### config.mk
export PLATFORM = sky130hd
export DESIGN_NAME = instr_fetch_unit
export DESIGN_NICKNAME = d
export VERILOG_FILES = /design/src/rtl/instr_fetch_unit_pkg.sv /design/src/rtl/instr_fetch_unit_pc_counter.sv /design/src/rtl/instr_fetch_unit.sv
export SDC_FILE = /design/constraint.sdc
export NUM_CORES = 1
export LEC_CHECK = 0
export CORE_ASPECT_RATIO = 1.4
export CORE_MARGIN = 2
export CORE_UTILIZATION = 45
export DETAILED_ROUTE_END_ITERATION = 10
export PLACE_DENSITY = 0.8
export SYNTH_ARGS = -nofsm -noshare
export SYNTH_HDL_FRONTEND = slang
export SYNTH_SLANG_ARGS = --single-unit
### constraint.sdc
create_clock -name clk -period 2.45 [get_ports clk]
set_input_delay 0.3675 -clock clk [delete_from_list [all_inputs] [get_ports clk]]
set_output_delay 0.3675 -clock clk [all_outputs]
set_load 0.1 [all_outputs]
### src/rtl/instr_fetch_unit_pkg.sv
// Shared definitions for the fetch unit and the control unit FSM: state encodings,
// opcodes and instruction field helpers.
package instr_fetch_unit_pkg;

    localparam logic [2:0] ST_IDLE  = 3'd0;
    localparam logic [2:0] ST_FETCH = 3'd1;
    localparam logic [2:0] ST_WAIT  = 3'd2;
    localparam logic [2:0] ST_ISSUE = 3'd3;
    localparam logic [2:0] ST_EXEC  = 3'd4;
    localparam logic [2:0] ST_HALT  = 3'd5;

    localparam logic [2:0] OPC_MV   = 3'b000;
    localparam logic [2:0] OPC_MVT  = 3'b001;
    localparam logic [2:0] OPC_ADD  = 3'b010;
    localparam logic [2:0] OPC_SUB  = 3'b011;
    localparam logic [2:0] OPC_HALT = 3'b111;

    localparam int INSTR_W = 16;

    // Field layout of one instruction word; bits [8:3] are not decoded.
    typedef struct packed {
        logic [2:0] opcode;
        logic       imm;
        logic [2:0] rx;
        logic [5:0] rsvd;
        logic [2:0] ry;
    } instr_t;

    function automatic logic [2:0] instr_opcode(input logic [INSTR_W-1:0] w);
        return w[15:13];
    endfunction

    function automatic logic instr_imm(input logic [INSTR_W-1:0] w);
        return w[12];
    endfunction

    function automatic logic [2:0] instr_rx(input logic [INSTR_W-1:0] w);
        return w[11:9];
    endfunction

    function automatic logic [2:0] instr_ry(input logic [INSTR_W-1:0] w);
        return w[2:0];
    endfunction

endpackage

### src/rtl/instr_fetch_unit_pc_counter.sv
// Program counter with load, increment and decrement, wrapping modulo 2^ADDR_W.
module instr_fetch_unit_pc_counter #(
    parameter int                ADDR_W     = 8,
    parameter logic [ADDR_W-1:0] START_ADDR = '0
) (
    input  logic              clk,
    input  logic              reset,
    input  logic              load,
    input  logic [ADDR_W-1:0] load_val,
    input  logic              inc,
    input  logic              dec,
    output logic [ADDR_W-1:0] pc
);

    always_ff @(posedge clk) begin
        if (reset) begin
            pc <= START_ADDR;
        end else if (load) begin
            pc <= load_val;
        end else if (inc) begin
            pc <= pc + ADDR_W'(1);
        end else if (dec) begin
            pc <= pc - ADDR_W'(1);
        end
    end

endmodule

### src/rtl/instr_fetch_unit.sv
// Instruction fetch stage feeding the control unit FSM. Define PREFETCH_EN to overlap the
// next ROM read with execution of the current instruction.
module instr_fetch_unit
    import instr_fetch_unit_pkg::*;
#(
    parameter int                ADDR_W     = 8,
    parameter logic [ADDR_W-1:0] START_ADDR = '0,
    parameter logic [2:0]        HALT_OP    = OPC_HALT
) (
    input  logic              clk,
    input  logic              reset,
    input  logic              enable,
    output logic [ADDR_W-1:0] mem_addr,
    output logic              mem_rd,
    input  logic [15:0]       mem_rdata,
    output logic [15:0]       ir_out,
    output logic              run,
    input  logic              done,
    output logic [ADDR_W-1:0] pc,
    output logic              halted,
    output logic [15:0]       instr_count
);

    logic [2:0]  state, state_nxt;
    logic        pc_inc, pc_dec;
    logic        ir_load;
    logic [15:0] ir_nxt;

    function automatic logic [15:0] sat_inc16(input logic [15:0] v);
        return (v == 16'hFFFF) ? v : v + 16'd1;
    endfunction

`ifdef PREFETCH_EN
    logic        exec_first;
    logic        pf_pend;
    logic        pbuf_valid;
    logic [15:0] pbuf;
    logic [15:0] pf_word;

    // The word arriving this cycle is usable before it lands in the buffer.
    assign pf_word = pbuf_valid ? pbuf : mem_rdata;
    assign mem_rd  = (state == ST_FETCH) || ((state == ST_EXEC) && exec_first);
`else
    assign mem_rd  = (state == ST_FETCH);
`endif
    assign mem_addr = mem_rd ? pc : '0;

    instr_fetch_unit_pc_counter #(
        .ADDR_W    (ADDR_W),
        .START_ADDR(START_ADDR)
    ) u_pc_counter (
        .clk     (clk),
        .reset   (reset),
        .load    (1'b0),
        .load_val('0),
        .inc     (pc_inc),
        .dec     (pc_dec),
        .pc      (pc)
    );

    always_comb begin
        state_nxt = state;
        pc_inc    = 1'b0;
        pc_dec    = 1'b0;
        ir_load   = 1'b0;
        ir_nxt    = ir_out;
        case (state)
            ST_IDLE: begin
                if (enable) state_nxt = ST_FETCH;
            end
            ST_FETCH: begin
                pc_inc    = 1'b1;
                state_nxt = ST_WAIT;
            end
            ST_WAIT: begin
                ir_load   = 1'b1;
                ir_nxt    = mem_rdata;
                state_nxt = (instr_opcode(mem_rdata) == HALT_OP) ? ST_HALT : ST_ISSUE;
            end
            ST_ISSUE: begin
                state_nxt = ST_EXEC;
            end
            ST_EXEC: begin
`ifdef PREFETCH_EN
                if (exec_first) begin
                    // A read goes out this cycle; parking now means it never advanced pc.
                    if (done && !enable) begin
                        state_nxt = ST_IDLE;
                    end else begin
                        pc_inc = 1'b1;
                        if (done) state_nxt = ST_WAIT;
                    end
                end else if (done) begin
                    if (enable) begin
                        ir_load   = 1'b1;
                        ir_nxt    = pf_word;
                        state_nxt = (instr_opcode(pf_word) == HALT_OP) ? ST_HALT : ST_ISSUE;
                    end else begin
                        pc_dec    = 1'b1;
                        state_nxt = ST_IDLE;
                    end
                end
`else
                if (done) state_nxt = enable ? ST_FETCH : ST_IDLE;
`endif
            end
            ST_HALT: begin
                state_nxt = ST_HALT;
            end
            default: begin
                state_nxt = ST_IDLE;
            end
        endcase
    end

    always_ff @(posedge clk) begin
        if (reset) begin
            state <= ST_IDLE;
        end else begin
            state <= state_nxt;
        end
    end

    // Outputs are registered from the next state so they line up with the state they describe.
    always_ff @(posedge clk) begin
        if (reset) begin
            ir_out      <= 16'h0000;
            run         <= 1'b1;
            halted      <= 1'b0;
            instr_count <= 16'h0000;
        end else begin
            run    <= (state_nxt != ST_ISSUE);
            halted <= (state_nxt == ST_HALT);
            if (ir_load) ir_out <= ir_nxt;
            if (state_nxt == ST_ISSUE) instr_count <= sat_inc16(instr_count);
        end
    end

`ifdef PREFETCH_EN
    always_ff @(posedge clk) begin
        if (reset) begin
            exec_first <= 1'b0;
            pf_pend    <= 1'b0;
            pbuf_valid <= 1'b0;
        end else begin
            exec_first <= (state == ST_ISSUE);
            pf_pend    <= (state == ST_EXEC) && exec_first && (state_nxt == ST_EXEC);
            pbuf_valid <= (state_nxt == ST_EXEC) && (pbuf_valid || pf_pend);
        end
    end

    always_ff @(posedge clk) begin
        if (pf_pend) pbuf <= mem_rdata;
    end
`endif

endmodule

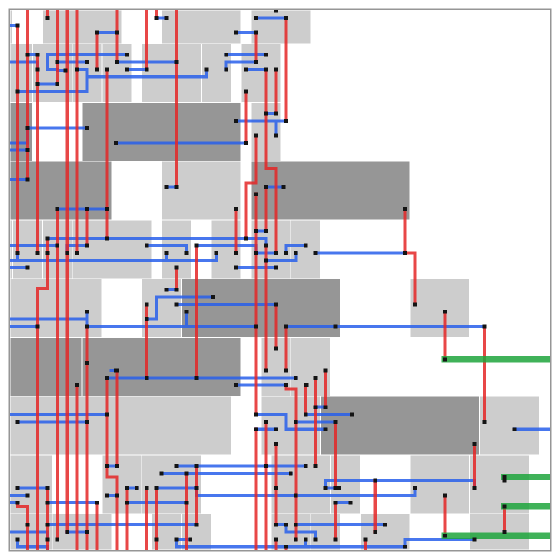
(a small window of the routed layout)
Window x 33 to 58, y 50 to 75 µm. Cells in gray, sequential cells in the stronger gray; small squares are vias.
Red is M2. Green is M3. Blue is M1.
Sequential cells in the window: 6. 47 logic cells have their middle in the window. Netlist names of flops here include `ir_out` (4), `instr_count` (2). Most frequent: nand2_1 (11), buf_4 (8).

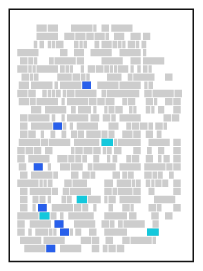
(gate families picked out)
Drawn at 3 px/µm.
Blue is xor and xnor cells, cells 7. Cyan is mux cells, cells 4.
Layout Cells excl Fill: 382
Top cell excl fill/tap: buf_4
combinational share of cell area: 0.361

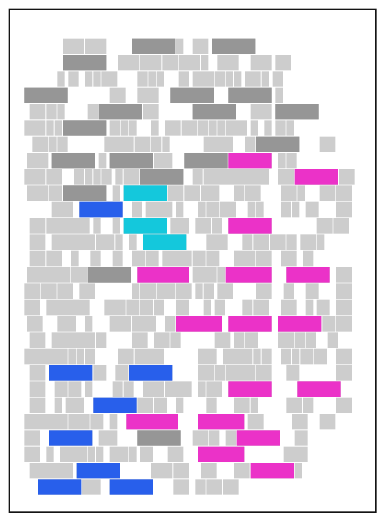
(where the registers sit)
Drawn at 6 px/µm. Other sequential cells in the stronger gray, the rest of the logic in the fainter gray.
Magenta is `instr_count`, flops 16. Cyan is `state`, flops 3. Blue is `u_pc_counter.pc`, flops 8, where south-west.
Another 18 sequential cells are not colored.
Core Util, Final: 0.687
sequential power: 787 µW
sequential share of cell area: 0.311

==> Changelog: implementation <==
### Changed

- HP Start: ir_out[8]
- Number of cells in Yosys stat: ~250
- Tot Pwr: between 1500 and 2000 µW
- Clock Sinks: approximately 45
- Yosys aoi share: 0.140
- DIE HEIGHT: between 80 and 90 µm
- Clk buf depth: 2
- Grt total ovfl: 0
- Worst R2R Start: state[1]
- YS warnings: 0
- Clock buffer cells: 6
- Adders+Majority by Area: 0.0123
- I/O pins: slightly above 70
- Post-synth EDFFs: 0
- Critical path arrival: roughly 2.4 ns
- Final-layout clock-cell area share: 0.0409
- Placed cells: between 300 and 400
- Non-CTS buffers: ~80
- Area grow syn2layout: 44.2%
- Worst slew pin tran: 0.536 ns
- Post-synthesis cell count: roughly 250
- CTS HTree Levels: 2
- Final period utilization: 0.900
- FFs w/ async S/R, synth: 0
- Setup WS post-layout: 0.246 ns
- XOR/XNOR Fraction of Synth Area: 0.0301
- NonClk Buf Share: 0.255
- Yosys top cell by instances: dfxtp_1
- First-pass DRT Iterations: 4
- Final HPWL DP: between 3000 and 4000 µm
- DRT antenna net count: 0
- Mapped Nets: 269
- Core area: roughly 4300 µm²
- R2r setup slk: 0.27 ns
- P per Cell Area: roughly 630 nW/µm²
- Switching Share: 0.336
- Crit path largest cell delay: about 0.64 ns
- Die X-Extent: between 60 and 70 µm
- Slowest CP cell: or4b_1
- Nets: roughly 340
- Mapped Area: 2040 µm²
- Final GP Congestion: roughly 0.76
- Initial antenna violation count: 0
- Crit. End Element: register
- IO Port Bufs: ~70
- Crit path from: mem_rdata[13]
- Final Hold Viols: 0
- RSZ-0062 raised after global routing: no
- Lkg Pwr: 0.00111 µW
- Cell area leaders: dfxtp_1 44%, nand2_1 7.7%, a21oi_1 7.4%
- Count of tool warnings: 26
- Share of cells above drive strength 1: 0.270
- Comb area leader: simple AND/OR/NAND/NOR gates
- Max-cap violations: 0
- Register area share after synthesis: 0.443
- Comb_multi_in: 184
- Clock network fraction of total power: 0.318
- Final count of pins violating max slew: 0
- Largest net degree at the start of global routing: 46
- First-pass GRT wire length: 8510 µm
- Hold Path Class: reg2reg
- Pre-CTS WS: -0.0185 ns
- Number of buffers created by CTS: 5
- Post-synth regs: 45
- Distinct cell type count after synthesis: 38
- Post-cts sizing count: 0
- Outcome: finished, final reports clean
- Area leader share: 0.443
- Flops: about 45
- Crit Path Max Fanout: 10
- Area fraction in mux cells: 0.0209
- YS chip area: between 2000 and 2500 µm²
- CP Launch Type: input port
- Reg clk slew, reported paths: ~0.090 ns
- P_int: around 1200 µW
- Total die area: 5090 µm²
- Logic area: ~1100 µm²
- Worst path required time: between 2 and 3 ns
- Clk latency late pin: 0.30 ns
- First DRT Iteration DRCs: ~90
- Top class by area: logic gates
- Tapcells: roughly 60
- Vias in the first global route: approximately 1900
- Final period demand of the worst path: roughly 2.2 ns
- Fillers: between 300 and 400
- Critical path cell sequence: clkdlybuf4s50_1 > and3_1 > or4b_1 > or4_1 > a21oi_1
- Main flop type: dfxtp_1
- CTS root buf: clkbuf_8
- Final setup violation count: 0
- Cell taking the most area after synthesis: dfxtp_1
- DRC viols: 0
- Logic pwr share: 0.257
- # diodes: 0
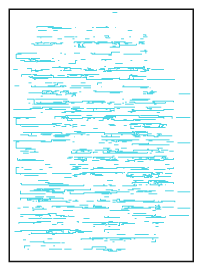
(metal 1)
Drawn at 3 px/µm.
The layer carries 2130 µm of wire. The wires run mostly horizontal. The layer holds 41% of the routed length.
routed vias: 2053
met1 Resource Use GR: 0.251
Total Routed Length: 5220 µm

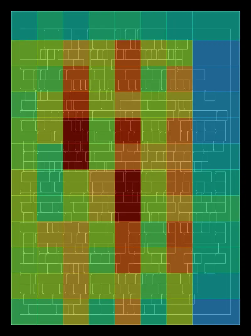
(routing congestion)
GRT met2 Usage: 0.370
All-Layer GR Usage: 0.210
met3 usage: 0.0419
WL/cell: 13.7 µm
GRT busiest layer: met2

per-stage QoR:
step	hold WS (ns)	TNS, ns	instance area [µm²]
after floorplan	0.503	0	2060
after global placement	0.443	0	2820
after detailed placement	0.447	-0.0335	2820
after CTS	0.459	0	2940
after global routing	0.475	0	2940
final	0.459	0	2940
path summary, 6_finish.rpt:
check / end / cells past startpoint
worst min-delay path: ir_out[8] / 2
worst min register to register: ir_out[8] / 2
worst max register to register: instr_count[8] / 4
worst max-delay path: instr_count[8] / 5
state kept, by name, summed over array words and instances, names as in the netlist:
name and flops:
u_pc_counter.pc 8, run 1, ir_out 16, halted 1, instr_count 16, state 3
metal layers:
metal,up-vias,GRT usage,wire [µm]
met5,-,0,0
met4,0,0.0534,59
met3,6,0.0419,275
met2,64,0.370,2760
met1,958,0.251,2130
li1,1025,-,-
cell usage in the layout, fill, tap and decap left out, types with 7 or more instances in the layout:
cell,instances
or4_1,9
a21oi_1,30
buf_12,8
o31ai_1,10
and2_2,7
nor3_1,8
buf_4,53
nand4_1,7
nor2_1,16
nand2_1,42
clkdlybuf4s50_1,19
dfxtp_1,39
nand3_1,7
critical path: cells and delay by family:
family          cells  cell delay (ns)
simple gates        3             1.44
buf+inv             1             0.47
compound gates      1             0.16
power groups by stage:
stage	clock (µW)	combinational, µW	sequential, µW
after floorplan	0	153	995
after global placement	0	472	802
after detailed placement	0	476	803
after CTS	597	478	787
after global routing	624	499	791
final	590	475	787
cell families after synthesis:
kind of cell,Yosys count
adder cells (fa/ha/maj),2
multiplexers,4
XOR/XNOR,7
AND-OR/OR-AND,49
buffers and inverters,18
flip-flops,45
AND/OR/NAND/NOR,122
Power and IR drop assume default switching activity.
